`src/rtl/ch_est_cntrl_unit.sv`:
```
// NB-IoT channel-estimation control unit: two-pass NRS sequencing plus interpolation select sequencer.
// Optional macro CH_EST_INTERP_DONE_EN adds the interp_done pulse output.
module ch_est_cntrl_unit #(
  parameter int NRS_ADDR           = 4,
  parameter int OUT_SEL_SEQ_LENGTH = 12
) (
  input  logic                clk,
  input  logic                rst,
  input  logic                demap_ready,
  input  logic                NRS_gen_ready,
  input  logic [2:0]          v_shift,
  output logic [3:0]          col,
  output logic [1:0]          nrs_index_addr,
  output logic                demap_read,
  output logic [NRS_ADDR-1:0] rd_addr_nrs,
  output logic                valid_eqlz,
  output logic [1:0]          addr_mem,
  output logic                mult_mem_en,
  output logic                avg_mem_en,
  output logic                en_reg_E,
  output logic                en_reg_2E,
  output logic                en_reg_5E,
  output logic [2:0]          s1a,
  output logic [2:0]          s1b,
  output logic [2:0]          s2a,
  output logic [2:0]          s2b,
  output logic [1:0]          s_h1,
  output logic [1:0]          s_h2,
  output logic                s_est
`ifdef CH_EST_INTERP_DONE_EN
  ,
  output logic                interp_done
`endif
);

  localparam int STEP_W = $clog2(OUT_SEL_SEQ_LENGTH);

  typedef enum logic [1:0] {IDLE, MULT_STORE, MULT_ADD} state_t;

  // Select word layout: {s1a, s1b, s2a, s2b, s_h1, s_h2}
  localparam logic [15:0] SEL_IDLE = {3'd7, 3'd7, 3'd7, 3'd7, 2'd0, 2'd0};

  localparam logic [15:0] SEL_G0 [0:8] = '{
    {3'd0, 3'd0, 3'd7, 3'd7, 2'd0, 2'd0},
    {3'd1, 3'd0, 3'd0, 3'd0, 2'd0, 2'd0},
    {3'd1, 3'd0, 3'd1, 3'd1, 2'd1, 2'd1},
    {3'd3, 3'd1, 3'd3, 3'd0, 2'd3, 2'd0},
    {3'd3, 3'd1, 3'd3, 3'd3, 2'd2, 2'd0},
    {3'd3, 3'd3, 3'd2, 3'd3, 2'd3, 2'd3},
    {3'd2, 3'd2, 3'd2, 3'd2, 2'd1, 2'd2},
    {3'd7, 3'd7, 3'd7, 3'd7, 2'd1, 2'd2},
    {3'd7, 3'd7, 3'd7, 3'd7, 2'd0, 2'd0}
  };

  localparam logic [15:0] SEL_G1 [0:8] = '{
    {3'd7, 3'd7, 3'd6, 3'd6, 2'd0, 2'd0},
    {3'd7, 3'd7, 3'd4, 3'd4, 2'd1, 2'd1},
    {3'd6, 3'd6, 3'd0, 3'd0, 2'd1, 2'd2},
    {3'd3, 3'd1, 3'd0, 3'd0, 2'd0, 2'd2},
    {3'd0, 3'd0, 3'd3, 3'd0, 2'd1, 2'd3},
    {3'd3, 3'd3, 3'd3, 3'd3, 2'd3, 2'd2},
    {3'd7, 3'd7, 3'd2, 3'd2, 2'd2, 2'd0},
    {3'd7, 3'd7, 3'd7, 3'd7, 2'd2, 2'd0},
    {3'd7, 3'd7, 3'd7, 3'd7, 2'd0, 2'd0}
  };

  localparam logic [15:0] SEL_G2 [0:8] = '{
    {3'd7, 3'd7, 3'd1, 3'd4, 2'd0, 2'd0},
    {3'd4, 3'd0, 3'd6, 3'd6, 2'd0, 2'd0},
    {3'd5, 3'd4, 3'd4, 3'd4, 2'd3, 2'd0},
    {3'd5, 3'd4, 3'd0, 3'd0, 2'd0, 2'd0},
    {3'd6, 3'd6, 3'd0, 3'd0, 2'd3, 2'd1},
    {3'd3, 3'd1, 3'd3, 3'd0, 2'd3, 2'd0},
    {3'd3, 3'd1, 3'd3, 3'd3, 2'd2, 2'd2},
    {3'd3, 3'd3, 3'd7, 3'd7, 2'd1, 2'd3},
    {3'd7, 3'd7, 3'd7, 3'd7, 2'd1, 2'd3}
  };

  state_t              state, state_nxt;
  logic [1:0]          pilot;
  logic                slot_one;
  logic                both_ready;
  logic [1:0]          v_grp;
  logic                seq_start;
  logic                seq_run;
  logic [1:0]          seq_wait;
  logic [STEP_W-1:0]   seq_step;
  logic [1:0]          seq_grp;
  logic                seq_on;
  logic [STEP_W-1:0]   last_step;
  logic [15:0]         sel_word;

  assign both_ready = demap_ready & NRS_gen_ready;

  always_comb begin
    case (v_shift)
      3'd1, 3'd4, 3'd7: v_grp = 2'd1;
      3'd2, 3'd5:       v_grp = 2'd2;
      default:          v_grp = 2'd0;
    endcase
  end

  assign s_est = (v_shift == 3'd1) || (v_shift == 3'd4);

  always_ff @(posedge clk or posedge rst) begin
    if (rst) state <= IDLE;
    else     state <= state_nxt;
  end

  always_comb begin
    state_nxt = state;
    case (state)
      IDLE:                 if (both_ready) state_nxt = slot_one ? MULT_STORE : MULT_ADD;
      MULT_STORE, MULT_ADD: if (pilot == 2'd3) state_nxt = IDLE;
      default:              state_nxt = IDLE;
    endcase
  end

  always_comb begin
    demap_read     = 1'b0;
    col            = 4'd0;
    nrs_index_addr = 2'd0;
    addr_mem       = 2'd0;
    case (state)
      MULT_STORE: begin
        demap_read     = 1'b1;
        col            = pilot[1] ? 4'd6 : 4'd5;
        nrs_index_addr = pilot;
        addr_mem       = pilot;
      end
      MULT_ADD: begin
        demap_read     = 1'b1;
        col            = pilot[1] ? 4'd13 : 4'd12;
        nrs_index_addr = pilot;
        addr_mem       = pilot;
      end
      default: ;
    endcase
  end

  // Enables trail demap_read by one cycle so each write lands after the product is formed.
  always_ff @(posedge clk or posedge rst) begin
    if (rst) begin
      pilot       <= 2'd0;
      slot_one    <= 1'b1;
      rd_addr_nrs <= '0;
      mult_mem_en <= 1'b0;
      avg_mem_en  <= 1'b0;
    end else begin
      mult_mem_en <= demap_read && (state == MULT_STORE);
      avg_mem_en  <= demap_read && (state == MULT_ADD);
      if (state != IDLE) begin
        pilot       <= pilot + 2'd1;
        rd_addr_nrs <= rd_addr_nrs + NRS_ADDR'(2);
        if (pilot == 2'd3) slot_one <= ~slot_one;
      end
    end
  end

  assign seq_start = (state == IDLE) && (state_nxt == MULT_ADD);
  assign last_step = (seq_grp == 2'd2) ? STEP_W'(8) : STEP_W'(7);
  assign seq_on    = seq_run && (seq_wait == 2'd0);

  // Group 1 waits one cycle longer before step 0 than groups 0 and 2.
  always_ff @(posedge clk or posedge rst) begin
    if (rst) begin
      seq_run  <= 1'b0;
      seq_wait <= 2'd0;
      seq_step <= '0;
      seq_grp  <= 2'd0;
    end else if (seq_start) begin
      seq_run  <= 1'b1;
      seq_wait <= (v_grp == 2'd1) ? 2'd3 : 2'd2;
      seq_step <= '0;
      seq_grp  <= v_grp;
    end else if (seq_run) begin
      if (seq_wait != 2'd0) begin
        seq_wait <= seq_wait - 2'd1;
      end else if (seq_step == last_step) begin
        seq_run  <= 1'b0;
        seq_step <= '0;
      end else begin
        seq_step <= seq_step + STEP_W'(1);
      end
    end
  end

  always_comb begin
    sel_word   = SEL_IDLE;
    valid_eqlz = 1'b0;
    en_reg_E   = 1'b0;
    en_reg_2E  = 1'b0;
    en_reg_5E  = 1'b0;
    if (seq_on) begin
      case (seq_grp)
        2'd0: begin
          sel_word   = SEL_G0[seq_step];
          en_reg_E   = (seq_step == STEP_W'(1));
          en_reg_2E  = (seq_step == STEP_W'(2));
          en_reg_5E  = (seq_step == STEP_W'(6));
          valid_eqlz = (seq_step >= STEP_W'(2)) && (seq_step <= STEP_W'(6));
        end
        2'd1: begin
          sel_word   = SEL_G1[seq_step];
          en_reg_E   = (seq_step == STEP_W'(5));
          en_reg_2E  = (seq_step == STEP_W'(1));
          valid_eqlz = (seq_step >= STEP_W'(2)) && (seq_step <= STEP_W'(6));
        end
        2'd2: begin
          sel_word   = SEL_G2[seq_step];
          en_reg_E   = (seq_step == STEP_W'(2));
          en_reg_2E  = (seq_step == STEP_W'(2));
          en_reg_5E  = (seq_step == STEP_W'(1));
          valid_eqlz = (seq_step >= STEP_W'(3)) && (seq_step <= STEP_W'(7));
        end
        default: ;
      endcase
    end
    {s1a, s1b, s2a, s2b, s_h1, s_h2} = sel_word;
  end

`ifdef CH_EST_INTERP_DONE_EN
  assign interp_done = seq_on && (seq_step == last_step);
`endif

endmodule

```
`config.mk`:
```
export PLATFORM = sky130hd
export DESIGN_NAME = ch_est_cntrl_unit
export DESIGN_NICKNAME = d
export VERILOG_FILES = /design/src/rtl/ch_est_cntrl_unit.sv
export SDC_FILE = /design/constraint.sdc
export NUM_CORES = 1
export LEC_CHECK = 0
export ABC_AREA = 1
export CORE_UTILIZATION = 60
export DETAILED_ROUTE_END_ITERATION = 8
export DONT_BUFFER_PORTS = 1
export PLACE_DENSITY = 0.76
export SYNTH_ARGS = -nofsm -noshare
export SYNTH_HDL_FRONTEND = slang
export SYNTH_SLANG_ARGS = --single-unit
```
`constraint.sdc`:
```
create_clock -name clk -period 3.9 [get_ports clk]
set_input_delay 0.78 -clock clk [delete_from_list [all_inputs] [get_ports clk]]
set_output_delay 0.78 -clock clk [all_outputs]
set_load 0.02 [all_outputs]
```
Run 1, routed metal, one colour a layer:
(8 px per micron) Two of the layers only.
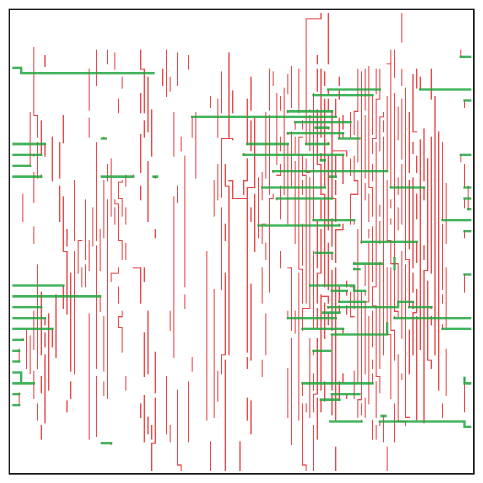
[met3] green | wire length: 324 microns
[met2] red | wire length: 2180 microns
routed wire length: 4580 microns
Avg WL per Cell: 15.2 microns
Via Count: 1811
Overall Global Routing Usage: 0.297

Run 1, ports around the boundary:
(8 px per micron) Pins as bars across the die edge, other pins in grey.
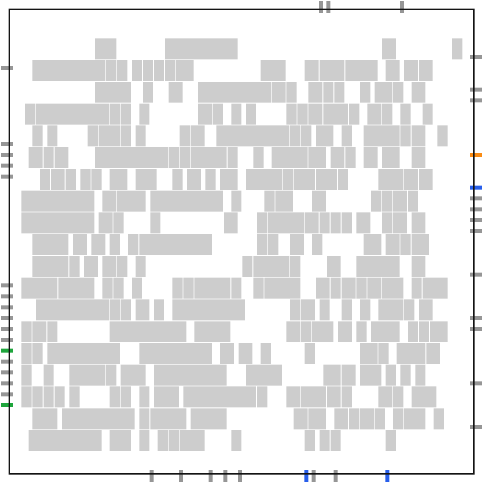
[s2a] blue | pins: 3 | direction: output | edge: 2 south, 1 east
[nrs_index_addr] green | pins: 2 | direction: output | edge: west
[valid_eqlz] orange | pins: 1 | direction: output | edge: east
all pins by edge: 17 west, 14 east, 9 south, 3 north

Run 1, placement view:
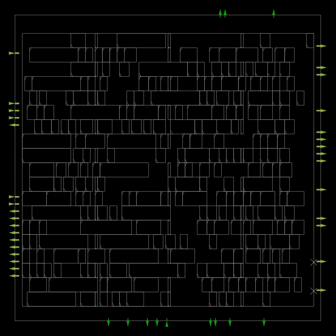
Core ar.: 0.00285 sq mm
Final Util: 0.652
flop count: 19
Finished Layout Cells: 301

==> results.txt, run 1 <==
run metrics: placed insts 297, Rel. slew slack 0.527, RR Endpoint seq_wait[0]$_DFFE_PP0P_, syn nets 301, delay of the slowest critical-path stage 540 ps, final hold viol count 0, met3 WL 324 microns, DRC 2, crit path DRT 3120 ps, initial antenna violation count 0, Yosys reg bits 19, failing checks design-rule violations, CP startpoint seq_step[0]$_DFFE_PP0P_, CP Capture Point s_h1[0], Hold Crit Class primary input to async pin, RR Startpoint state[1]$_DFF_PP0_, Starting DRT DRC Count 227, Filler cells 264, first-pass GRT wire length 7710 microns, H-tree depth 1, post_cts resized 0, max reg flops 4, Post-Synthesis Cells 277, TritonCTS clock tree built, crit path cell chain inv_1, ha_1, o21ai_0, o21ai_0, nand2_1, o21ai_1, inv_1, final setup TNS 0 ps, layout cells sized above 1 0.0963, synthesis area per yosys 0.00187 sq mm, TritonRoute pass-1 iters 9, CP max stage cell dfrtp_1, status finished, violations left, Congestion Overflow GR 0, critical path launch point type flip-flop, Design Area, Final 0.00186 sq mm
run 1: layout make-up:
type / count / area share
clock buffer: 4 / 0.0141
tap: 31 / 0.0209
inverter: 47 / 0.0949
sequential: 19 / 0.256
multi-input combinational: 200 / 0.614
run 1: critical path: cells and delay by family, from the launching register on:
kind / cells / cell delay [ps]
flip-flops: 1 / 540
AND-OR/OR-AND: 3 / 640
AND/OR/NAND/NOR: 1 / 80
buffers and inverters: 2 / 370
adder cells (fa/ha/maj): 1 / 310
run 1: cell usage after synthesis, drive strengths merged (2+ instances only):
library cell and instances:
o2111ai 4, a21oi 10, o21ai 28, nand4 5, o31ai 5, a31oi 2, ha 17, dfrtp 18
nor3 4, nor2 21, buf 11, inv 47, nand2 70, xor2 3, nand3 22, xnor2 2
run 1: through the flow:
stage	hold WS [ps]	worst slack (ps)	util
6_report	464	860	0.652
5_1_grt	526	745	0.652
4_1_cts	484	902	0.652
3_5_place_dp	470	1260	0.643
3_3_place_gp	462	1210	0.643
2_1_floorplan	449	1540	-
run 1: cells by family (layout without fill, tap and decap cells):
group / after synthesis / in the layout / synth area share
AND/OR/NAND/NOR: 122 / 122 / 0.288
buffers and inverters: 58 / 51 / 0.137
AND-OR/OR-AND: 55 / 55 / 0.182
flip-flops: 19 / 19 / 0.254
adder cells (fa/ha/maj): 17 / 17 / 0.113
XOR/XNOR: 5 / 5 / 0.0234
other: 1 / 1 / 0.00200
run 1: layer usage:
layer	GRT usage	vias to the layer above
met3	0.0357	17
met2	0.494	105
li1	-	887
met1	0.381	802
met5	0	-
met4	0.146	0
Run 1, wires at chosen ports, followed through buffers:
(4 px per micron)
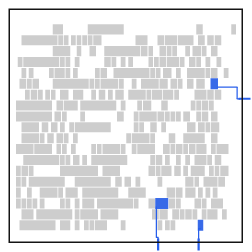

--- run 2 (diff from run 1) ---
--- a/config.mk
+++ b/config.mk
@@ -6,7 +6,7 @@
 export NUM_CORES = 1
 export LEC_CHECK = 0
 export ABC_AREA = 1
-export CORE_UTILIZATION = 60
+export CORE_UTILIZATION = 58
 export DETAILED_ROUTE_END_ITERATION = 8
 export DONT_BUFFER_PORTS = 1
 export PLACE_DENSITY = 0.76
==> constraint.sdc (replaced) <==
create_clock -name clk -period 2.6 [get_ports clk]
set_input_delay 0.52 -clock clk [delete_from_list [all_inputs] [get_ports clk]]
set_output_delay 0.52 -clock clk [all_outputs]
set_load 0.02 [all_outputs]
Run 2, wires at chosen ports, followed through buffers:
(4 px per micron)
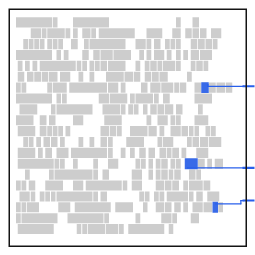
[s2a] blue | bits: 3 | direction: output | edge: east | end cells: 3 | buffers: 0 | wire: 31.7 microns

Run 2, ports around the boundary:
(8 px per micron) Pins as bars across the die edge, other pins in grey.
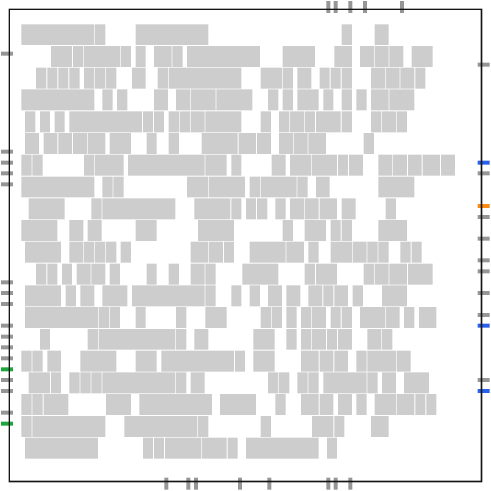
[valid_eqlz] orange | pins: 1 | direction: output | edge: east
[s2a] blue | pins: 3 | direction: output | edge: east
[nrs_index_addr] green | pins: 2 | direction: output | edge: west
all pins by edge: 17 west, 13 east, 8 south, 5 north
# port buffers: 0
Die Ht: 58.8 microns
Die Wd: 58.8 microns

==> run 2 against run 1 <==
  * The run now ends clean
  * Hold slack got worse by 250 ps
  * Clock-buffer cell count unchanged
  * Sequential cell count unchanged
  * Clock skew is 0.80 ps lower
  * Die area up 3.3%
  * Register-to-register slack got worse by 1100 ps
  * Critical endpoint is now s2a[1]
  * Highest routed layer unchanged
==> results.txt, run 2 <==
run metrics: status complete, no violations, Via Count 1847 (+2.0%), Starting DRT DRC Count 172 (-24%), busiest grt layer met2, GR Layer Usage met2 0.495 (+0.000877), H-tree depth 1 (unchanged), crit path DRT 2080 ps (-1040 ps), final hold viol count 0 (unchanged), critical path launch point type flip-flop, Synth top cells by count 64 x nand2_1, 39 x inv_1, 22 x o21ai_0, Fin Hold WS 211 ps (-253 ps), met3 Usage GRT 0.0286 (-0.00714), DRC 0 (-2), TritonRoute pass-1 iters 5 (-4), Avg WL per Cell 14.6 microns (-3.9%), CP delay by family, top buffers and inverters, max reg flops 4 (unchanged), final setup TNS 0 ps (unchanged), syn nets 301 (unchanged), routed wire length 4730 microns (+3.1%), Post-Synthesis Cells 277 (unchanged), RR Endpoint seq_wait[0]$_DFFE_PP0P_, Overall Global Routing Usage 0.295 (-0.00125), Core ar. 0.00305 sq mm (+7.0%), crit path cell chain inv_1, ha_1, nand2_2, inv_4, o21ai_2, inv_1, o2111ai_1, Rel. slew slack 0.525 (-0.00290), layout cells sized above 1 0.133 (+0.0363), delay of the slowest critical-path stage 390 ps (-150 ps), RR Startpoint state[1]$_DFF_PP0_, met1 GRT Util 0.386 (+0.00500), Congestion Overflow GR 0 (unchanged), Site Rows 20, Hold Crit Class primary input to async pin, CP max stage cell dfrtp_1, first-pass GRT wire length 7730 microns (+0.27%)
run 2: cell counts after synthesis:
No cell type changed its count.
run 2: through the flow:
step                std cells  setup WS (ps)  instance area (sq um)
floorplan                 277            504                   1870
global placement          317            317                   1900
detailed placement        317            304                   1900
CTS                       321           13.8                   1930
global route              323           5.12                   1950
finish                    323            133                   1950
run 2: how the worst max path moves through the flow:
stage	cells after the start	end	from	slack, ps
2_1_floorplan	7	s_h2[0]	seq_step[1]$_DFFE_PP0P_	500
4_1_cts	7	s_h1[0]	seq_step[0]$_DFFE_PP0P_	10
6_report	7	s2a[1]	seq_wait[0]$_DFFE_PP0P_	130
3_3_place_gp	7	s_h2[0]	seq_step[0]$_DFFE_PP0P_	320
3_5_place_dp	7	s_h2[0]	seq_step[0]$_DFFE_PP0P_	300
5_1_grt	7	s2b[1]	seq_wait[0]$_DFFE_PP0P_	5
run 2: timing repair:
item / CTS / global route
setup endpoints to repair: 1 / 14
cloned: 0 / 0
setup buffers: 0 / 2
pin swaps: 0 / 2
resized: 1 / 3
endpoints found under the hold margin: 0 / 0
run 2: area by class of cell:
type / instances / share of cell area
repair buffers: 9 / 0.0347
multi-input cells: 200 / 0.587
flip-flops and latches: 19 / 0.245
inverters: 47 / 0.0918
well taps: 44 / 0.0282
clock buffers: 4 / 0.0135
run 2: cell families (layout without fill, tap and decap cells):
family                   after synthesis  count (layout)  share of synthesized area
AND-OR/OR-AND                         55              55                      0.182
XOR/XNOR                               5               5                     0.0234
adder cells (fa/ha/maj)               17              17                      0.113
buffers and inverters                 58              60                      0.137
flip-flops                            19              19                      0.254
other                                  1               1                    0.00200
AND/OR/NAND/NOR                      122             122                      0.288
Run 2, cell sizes after repair:
(8 px per micron)
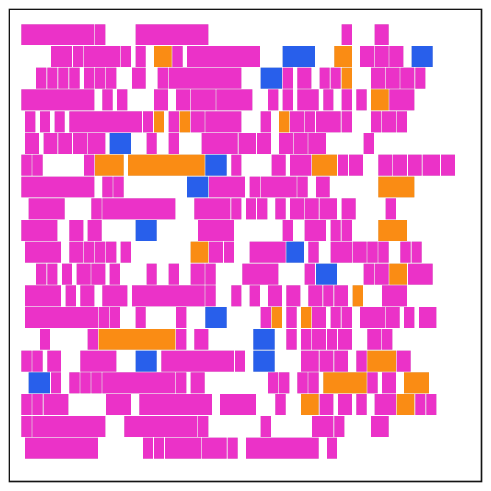

--- run 3 (diff from run 2) ---
--- a/config.mk
+++ b/config.mk
@@ -6,6 +6,7 @@
 export NUM_CORES = 1
 export LEC_CHECK = 0
 export ABC_AREA = 1
+export CORE_ASPECT_RATIO = 1.1
 export CORE_UTILIZATION = 58
 export DETAILED_ROUTE_END_ITERATION = 8
 export DONT_BUFFER_PORTS = 1
Run 3, cell sizes after repair:
(8 px per micron)
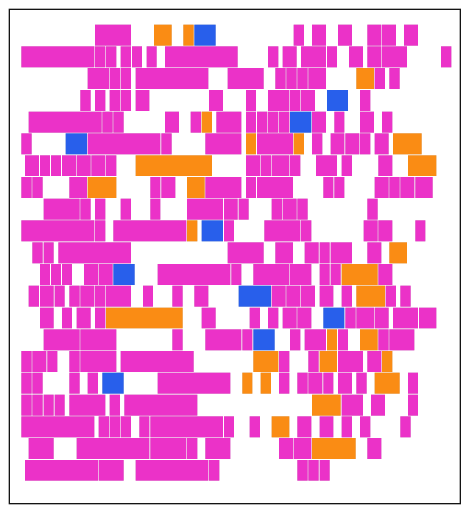
[drive 1 or less] magenta | cells: 239
[drive 3 to 4] blue | cells: 10
[drive 2] orange | cells: 27
bufs w/o clock: 6
Design Area, Final: 0.00192 sq mm
final setup margin: 173 ps

==> run 3 against run 2 <==
  * Area after synthesis unchanged
  * Clock-buffer cell count stayed put
  * Critical path type unchanged
  * Non-clock buffer count down 3
  * Worst setup slack better by 40 ps
==> results.txt, run 3 <==
run metrics: Core ar. 0.00307 sq mm (+0.70%), Signal inverters 47 (unchanged), final setup TNS 0 ps (unchanged), max reg flops 4 (unchanged), crit path DRT 2080 ps (about the same), Rel. slew slack 0.541 (+0.0166), Post-Synthesis Cells 277 (unchanged), Multi-In Gates 200 (unchanged), clock buffers 4 (unchanged), Synth top cells by count 64 x nand2_1, 39 x inv_1, 22 x o21ai_0, routed wire length 4590 microns (-2.8%), TritonRoute pass-1 iters 4 (-1), Comb/total area 0.600 (+0.0136), placed insts 306 (-3.5%), busiest grt layer met2, met3 Usage GRT 0.0294 (+0.000840), Finished Layout Cells 310 (-4.0%), Starting DRT DRC Count 179 (+4.1%), Site Rows 21 (+5.0%), layout cells sized above 1 0.134 (+0.00144), final hold viol count 0 (unchanged), Hold Crit Class primary input to async pin, H-tree depth 1 (unchanged), # port buffers 0 (unchanged), met1 GRT Util 0.345 (-0.0417), clk tree area frac 0.0137 (+0.000193), RR Endpoint seq_wait[0]$_DFFE_PP0P_, DRC 0 (unchanged), largest cell class by area multi-input combinational cells, delay of the slowest critical-path stage 410 ps (+20 ps), status complete, no violations, Overall Global Routing Usage 0.282 (-0.0138), Signal buf overhead 0.0234 (-0.0112)
Run 3, wires at chosen ports, followed through buffers:
(4 px per micron)
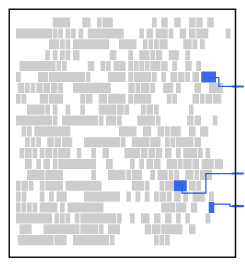
[s2a] blue | bits: 3 | direction: output | edge: east | end cells: 3 | buffers: 0 | wire: 34.8 microns
Ports: 43

==> run 3: cell counts after synthesis <==
Identical to the previous run, type by type.
==> run 3: cell families (layout without fill, tap and decap cells) <==
logic type      after synthesis  after routing  synth area share
compound gates               55             55             0.182
xor+xnor                      5              5            0.0234
fa+ha+maj                    17             17             0.113
buf+inv                      58             57             0.137
flops                        19             19             0.254
other cells                   1              1           0.00200
simple gates                122            122             0.288
==> run 3: worst max path at each step <==
| stage | start | to |
|---|---|---|
| after floorplan | seq_step[1]$_DFFE_PP0P_ | s_h2[0] |
| after global placement | seq_step[0]$_DFFE_PP0P_ | s_h2[0] |
| after detailed placement | seq_step[0]$_DFFE_PP0P_ | s_h1[0] |
| after CTS | seq_step[0]$_DFFE_PP0P_ | s_h2[0] |
| after global routing | seq_step[2]$_DFFE_PP0P_ | s2a[1] |
| final | seq_grp[1]$_DFFE_PP0P_ | s_h1[1] |
==> run 3: repair_timing <==
item | in CTS | in global routing
buffers inserted | 0 | 0
pin swaps | 0 | 0
resized | 1 | 5
setup endpoints to repair | 1 | 8
==> run 3: critical path: cells and delay by family, from the launching register on <==
| kind | cells | cell delay [ps] |
|---|---|---|
| compound gates | 2 | 580 |
| simple gates | 2 | 470 |
| flops | 1 | 410 |
| buf+inv | 1 | 140 |
==> run 3: stage by stage <==
step                      setup WS [ps]   util
final                               173  0.625
after CTS                          12.9  0.621
after floorplan                     504      -
after global routing               27.0  0.625
after global placement              415  0.612
after detailed placement            345  0.612
